**src/rtl/gate_pkg.sv**
```systemverilog
// Shared types for the gate sensor front end: FSM state encoding and
// the {a,b} filtered sensor codes.
package gate_pkg;

   typedef enum logic [2:0] {
      IDLE,
      EN_A,
      EN_AB,
      EN_B,
      EX_B,
      EX_BA,
      EX_A,
      WAIT_CLR
   } gate_state_t;

   localparam logic [1:0] S_NONE = 2'b00;
   localparam logic [1:0] S_B    = 2'b01;
   localparam logic [1:0] S_A    = 2'b10;
   localparam logic [1:0] S_AB   = 2'b11;

endpackage

```
**src/rtl/sensor_debounce.sv**
```systemverilog
// Two-flop synchronizer followed by a hold-time debounce filter for one
// photo sensor.
module sensor_debounce #(
   parameter int unsigned DEBOUNCE_CYCLES = 4
) (
   input  logic clk_i,
   input  logic rst_i,
   input  logic raw_i,
   output logic filt_o
);

   localparam int unsigned     CW       = $clog2(DEBOUNCE_CYCLES + 1);
   localparam logic [CW-1:0]   CNT_LAST = CW'(DEBOUNCE_CYCLES - 1);
   localparam logic [CW-1:0]   CNT_ONE  = CW'(1);

   logic          s1_q;
   logic          s2_q;
   logic          filt_q;
   logic          filt_d;
   logic [CW-1:0] cnt_q;
   logic [CW-1:0] cnt_d;

   always_ff @(posedge clk_i or posedge rst_i) begin
      if (rst_i) begin
         s1_q   <= 1'b0;
         s2_q   <= 1'b0;
         filt_q <= 1'b0;
         cnt_q  <= '0;
      end else begin
         s1_q   <= raw_i;
         s2_q   <= s1_q;
         filt_q <= filt_d;
         cnt_q  <= cnt_d;
      end
   end

   // Counter only runs while the synchronized value disagrees with filt.
   always_comb begin
      filt_d = filt_q;
      cnt_d  = '0;
      if (s2_q != filt_q) begin
         if (cnt_q == CNT_LAST) begin
            filt_d = s2_q;
         end else begin
            cnt_d = cnt_q + CNT_ONE;
         end
      end
   end

   assign filt_o = filt_q;

endmodule

```
**src/rtl/gate_sensor_fsm.sv**
```systemverilog
// Gate front end: debounces the outer (a) and inner (b) beams and decodes
// complete entry/exit sequences into one-cycle incr/decr/err pulses.
module gate_sensor_fsm
   import gate_pkg::*;
#(
   parameter int unsigned DEBOUNCE_CYCLES = 4
) (
   input  logic clk,
   input  logic reset,
   input  logic a_raw,
   input  logic b_raw,
   output logic incr,
   output logic decr,
   output logic err,
   output logic busy,
   output logic a_filt,
   output logic b_filt
);

   logic        a_f;
   logic        b_f;
   logic [1:0]  ab;

   gate_state_t state_q, state_d;
   logic        incr_q, incr_d;
   logic        decr_q, decr_d;
   logic        err_q, err_d;
   logic        busy_q;

   sensor_debounce #(.DEBOUNCE_CYCLES(DEBOUNCE_CYCLES)) u_deb_a (
      .clk_i  (clk),
      .rst_i  (reset),
      .raw_i  (a_raw),
      .filt_o (a_f)
   );

   sensor_debounce #(.DEBOUNCE_CYCLES(DEBOUNCE_CYCLES)) u_deb_b (
      .clk_i  (clk),
      .rst_i  (reset),
      .raw_i  (b_raw),
      .filt_o (b_f)
   );

   assign ab = {a_f, b_f};

   always_ff @(posedge clk or posedge reset) begin
      if (reset) begin
         state_q <= IDLE;
         incr_q  <= 1'b0;
         decr_q  <= 1'b0;
         err_q   <= 1'b0;
         busy_q  <= 1'b0;
      end else begin
         state_q <= state_d;
         incr_q  <= incr_d;
         decr_q  <= decr_d;
         err_q   <= err_d;
         busy_q  <= (state_d != IDLE);
      end
   end

   // Pulses are produced only on the transition itself, so a held input
   // never re-fires them.
   always_comb begin
      state_d = state_q;
      incr_d  = 1'b0;
      decr_d  = 1'b0;
      err_d   = 1'b0;
      unique case (state_q)
         IDLE: begin
            case (ab)
               S_A:     state_d = EN_A;
               S_B:     state_d = EX_B;
               S_AB:    begin state_d = WAIT_CLR; err_d = 1'b1; end
               default: ;
            endcase
         end
         EN_A: begin
            case (ab)
               S_AB:    state_d = EN_AB;
               S_NONE:  state_d = IDLE;
               S_B:     begin state_d = WAIT_CLR; err_d = 1'b1; end
               default: ;
            endcase
         end
         EN_AB: begin
            case (ab)
               S_B:     state_d = EN_B;
               S_A:     state_d = EN_A;
               S_NONE:  begin state_d = WAIT_CLR; err_d = 1'b1; end
               default: ;
            endcase
         end
         EN_B: begin
            case (ab)
               S_NONE:  begin state_d = IDLE; incr_d = 1'b1; end
               S_AB:    state_d = EN_AB;
               S_A:     begin state_d = WAIT_CLR; err_d = 1'b1; end
               default: ;
            endcase
         end
         EX_B: begin
            case (ab)
               S_AB:    state_d = EX_BA;
               S_NONE:  state_d = IDLE;
               S_A:     begin state_d = WAIT_CLR; err_d = 1'b1; end
               default: ;
            endcase
         end
         EX_BA: begin
            case (ab)
               S_A:     state_d = EX_A;
               S_B:     state_d = EX_B;
               S_NONE:  begin state_d = WAIT_CLR; err_d = 1'b1; end
               default: ;
            endcase
         end
         EX_A: begin
            case (ab)
               S_NONE:  begin state_d = IDLE; decr_d = 1'b1; end
               S_AB:    state_d = EX_BA;
               S_B:     begin state_d = WAIT_CLR; err_d = 1'b1; end
               default: ;
            endcase
         end
         WAIT_CLR: begin
            if (ab == S_NONE) state_d = IDLE;
         end
         default: state_d = IDLE;
      endcase
   end

   always_comb begin
      incr   = incr_q;
      decr   = decr_q;
      err    = err_q;
      busy   = busy_q;
      a_filt = a_f;
      b_filt = b_f;
   end

endmodule

```
**config.mk**
```make
export PLATFORM = sky130hd
export DESIGN_NAME = gate_sensor_fsm
export DESIGN_NICKNAME = d
export VERILOG_FILES = /design/src/rtl/gate_pkg.sv /design/src/rtl/sensor_debounce.sv /design/src/rtl/gate_sensor_fsm.sv
export SDC_FILE = /design/constraint.sdc
export NUM_CORES = 1
export LEC_CHECK = 0
export ABC_AREA = 0
export ABC_CLOCK_PERIOD_IN_PS = 2800
export CAP_MARGIN = 10
export CORE_UTILIZATION = 45
export DETAILED_ROUTE_END_ITERATION = 7
export PLACE_DENSITY = 0.66
export SYNTH_ARGS = -nofsm -noshare
export SYNTH_HDL_FRONTEND = slang
export SYNTH_HIERARCHICAL = 1
export SYNTH_SLANG_ARGS = --single-unit
```
**constraint.sdc**
```tcl
create_clock -name clk -period 2.8 [get_ports clk]
set_input_delay 0.28 -clock clk [delete_from_list [all_inputs] [get_ports clk]]
set_output_delay 0.28 -clock clk [all_outputs]
set_load 0.01 [all_outputs]
```
==> GITHUB_STEP_SUMMARY <==
## Synthesis and layout report

| Metric | Value |
|---|---|
| Status | `complete, no violations` |
| Die Height | `46.7 um` |
| Skew-Pair Late Insertion Delay | `300 ps` |
| Mapped Area | `898 um2` |
| Setup crit end kind | `output pin` |
| DPL Wire Length | `969 um` |
| Filler instances | `176` |
| Setup ws final | `900 ps` |
| CP Max Fanout | `17` |
| Setup bufs post-CTS | `0` |
| Core box area | `0.00180 mm2` |
| Worst-margin pin slew | `530 ps` |
| Post-synth top area cell | `dfrtp_1` |
| Yosys top cell by instances | `dfrtp_1` |
| Cell Type Count | `29` |
| Highest Clock Rate | `526 MHz` |
| Final setup viols | `0` |
| Number of synthesized register bits | `19` |
| Cts repair resizes | `0` |
| Post-layout minimum cycle time | `1900 ps` |
| Diodes inserted | `0` |
| Critical Setup Path Class | `flip-flop to output pin` |
| Critical Path RT | `2520 ps` |
| EDFF count, synth | `0` |
| Antenna Nets Post-Route | `0` |
| Crit-path cells | `clkdlybuf4s50_1` |
| Synth Flop Type | `dfrtp_1` |
| Pleak | `0.000447 uW` |
| Clock buffer depth | `2` |
| Syn Area/Cell | `11.4 um2` |
| H-tree Lvls | `1` |
| CTS clk-pin slew, worst paths | `110 ps` |
| Worst reg2reg startpoint | `u_deb_a/filt_o$_DFFE_PP0P_` |
| CTS Sinks | `19` |
| Via count of the first global-routing pass | `528` |
## how the worst max path moves through the flow
stage | start | to | slack (ps) | depth (start not counted)
2_1_floorplan | u_deb_b/filt_o$_DFFE_PP0P_ | state_q[0]$_DFF_PP0_ | 1640 | 4
3_3_place_gp | u_deb_b/filt_o$_DFFE_PP0P_ | b_filt | 1270 | 1
3_5_place_dp | u_deb_b/filt_o$_DFFE_PP0P_ | b_filt | 1230 | 1
4_1_cts | u_deb_b/filt_o$_DFFE_PP0P_ | b_filt | 890 | 1
5_1_grt | u_deb_b/filt_o$_DFFE_PP0P_ | b_filt | 830 | 1
6_report | u_deb_b/filt_o$_DFFE_PP0P_ | b_filt | 900 | 1
## layer usage
metal | share of wire (%) | track usage (%) | up-vias
met4 | 2.6 | 8.57 | 0
met1 | 48 | 20.6 | 279
li1 | - | - | 293
met5 | 0 | 0 | -
met2 | 45 | 23.9 | 16
met3 | 4.3 | 3.53 | 6
## metrics by stage
stage,hold slack [ps],utilization [%],power [uW]
global placement,341,55.3,936
global route,256,56.9,1170
finish,241,56.9,1080
floorplan,71.0,-,825
CTS,239,56.9,1090
detailed placement,345,55.3,944
## cells in the final DEF, fill, tap and decap left out, drive strengths merged, types with 2 or more instances in the layout
cell type and count:
nand2 2, mux2 2, ha 2, clkbuf 3, nor2 2, o21ai 4
dfrtp 19, clkdlybuf4s50 9, xnor2 4, o2111ai 2, inv 6, and3 2
nor2b 7, a21oi 3, nor3b 4, o211ai 2, nor3 3
## worst register-to-register path: cells and delay by family (launching register included)
family / cells / cell delay, ps
xor+xnor: 1 / 170
simple gates: 1 / 360
compound gates: 1 / 80
flops: 1 / 660
## cell families (layout without fill, tap and decap cells)
logic type | count (synthesis) | after routing | synth area share, %
simple gates | 26 | 26 | 21.0
flops | 19 | 19 | 52.9
compound gates | 16 | 16 | 11.8
buf+inv | 10 | 19 | 5.01
xor+xnor | 4 | 4 | 3.90
fa+ha+maj | 2 | 2 | 2.79
mux | 2 | 2 | 2.51
## state kept, by name (all words and copies together), names as in the netlist
name / flops
u_deb_b/filt_o: 1
err: 1
u_deb_a/cnt_q: 3
state_q: 3
u_deb_b/cnt_q: 3
u_deb_b/s2_q: 1
u_deb_a/filt_o: 1
u_deb_a/s2_q: 1
busy: 1
u_deb_a/s1_q: 1
decr: 1
u_deb_b/s1_q: 1
incr: 1
## layout make-up
class	count	area [um2]	share of cell area [%]
multi-input cells	50	378	36.9
repair buffers	9	90.1	8.79
clock inverters	1	5.00	0.488
inverters	6	22.5	2.20
clock buffers	3	22.5	2.20
well taps	25	31.3	3.05
flip-flops and latches	19	475	46.4
## report_power, final
| part | leakage (uW) | total (uW) | internal (uW) | switching, uW |
|---|---|---|---|---|
| clock network | 0.0000177 | 136 | 53.2 | 82.5 |
| registers | 0.000237 | 508 | 355 | 153 |
| logic | 0.000193 | 436 | 256 | 179 |
| total | 0.000447 | 1080 | 664 | 415 |
gate_families.png
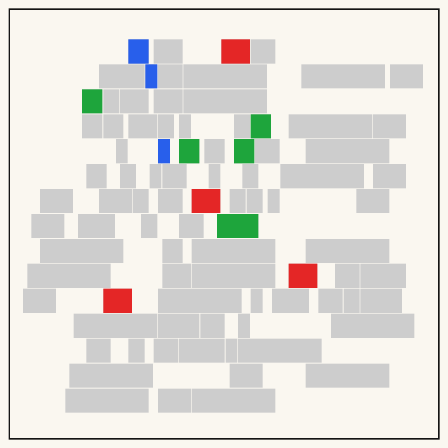
[XOR/XNOR gates] red | cells: 4
[AND and OR gates] green | cells: 5
[NAND gates] blue | cells: 3

metal_stack.png
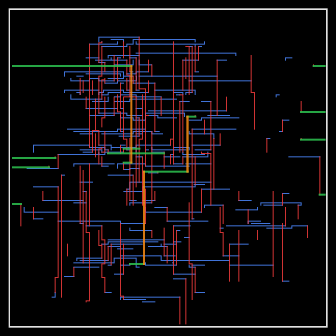
[met1] blue | wire length: 670 um
[met4] orange | wire length: 36.0 um
[met3] green | wire length: 60.7 um
[met2] red | wire length: 615 um
WL per Instance: 12.2 um
vias post-DR: 594
Total Routing Usage GR: 15.7%

final_congestion.png
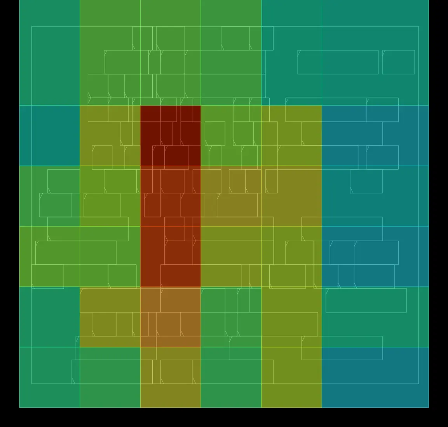
met1 GRT Util: 20.6%
Finished Core Util: 56.9%

density.png
The die is cut into 9 by 9 equal tiles; white is low, dark blue is high, 0 to 100% covered.
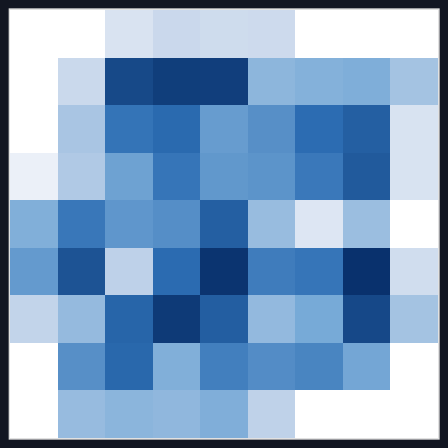
nearly empty tiles: 17%
emptiest ninth of the die: upper left
fullest tile: 99%
densest ninth of the die: center

Power and IR drop assume default switching activity.
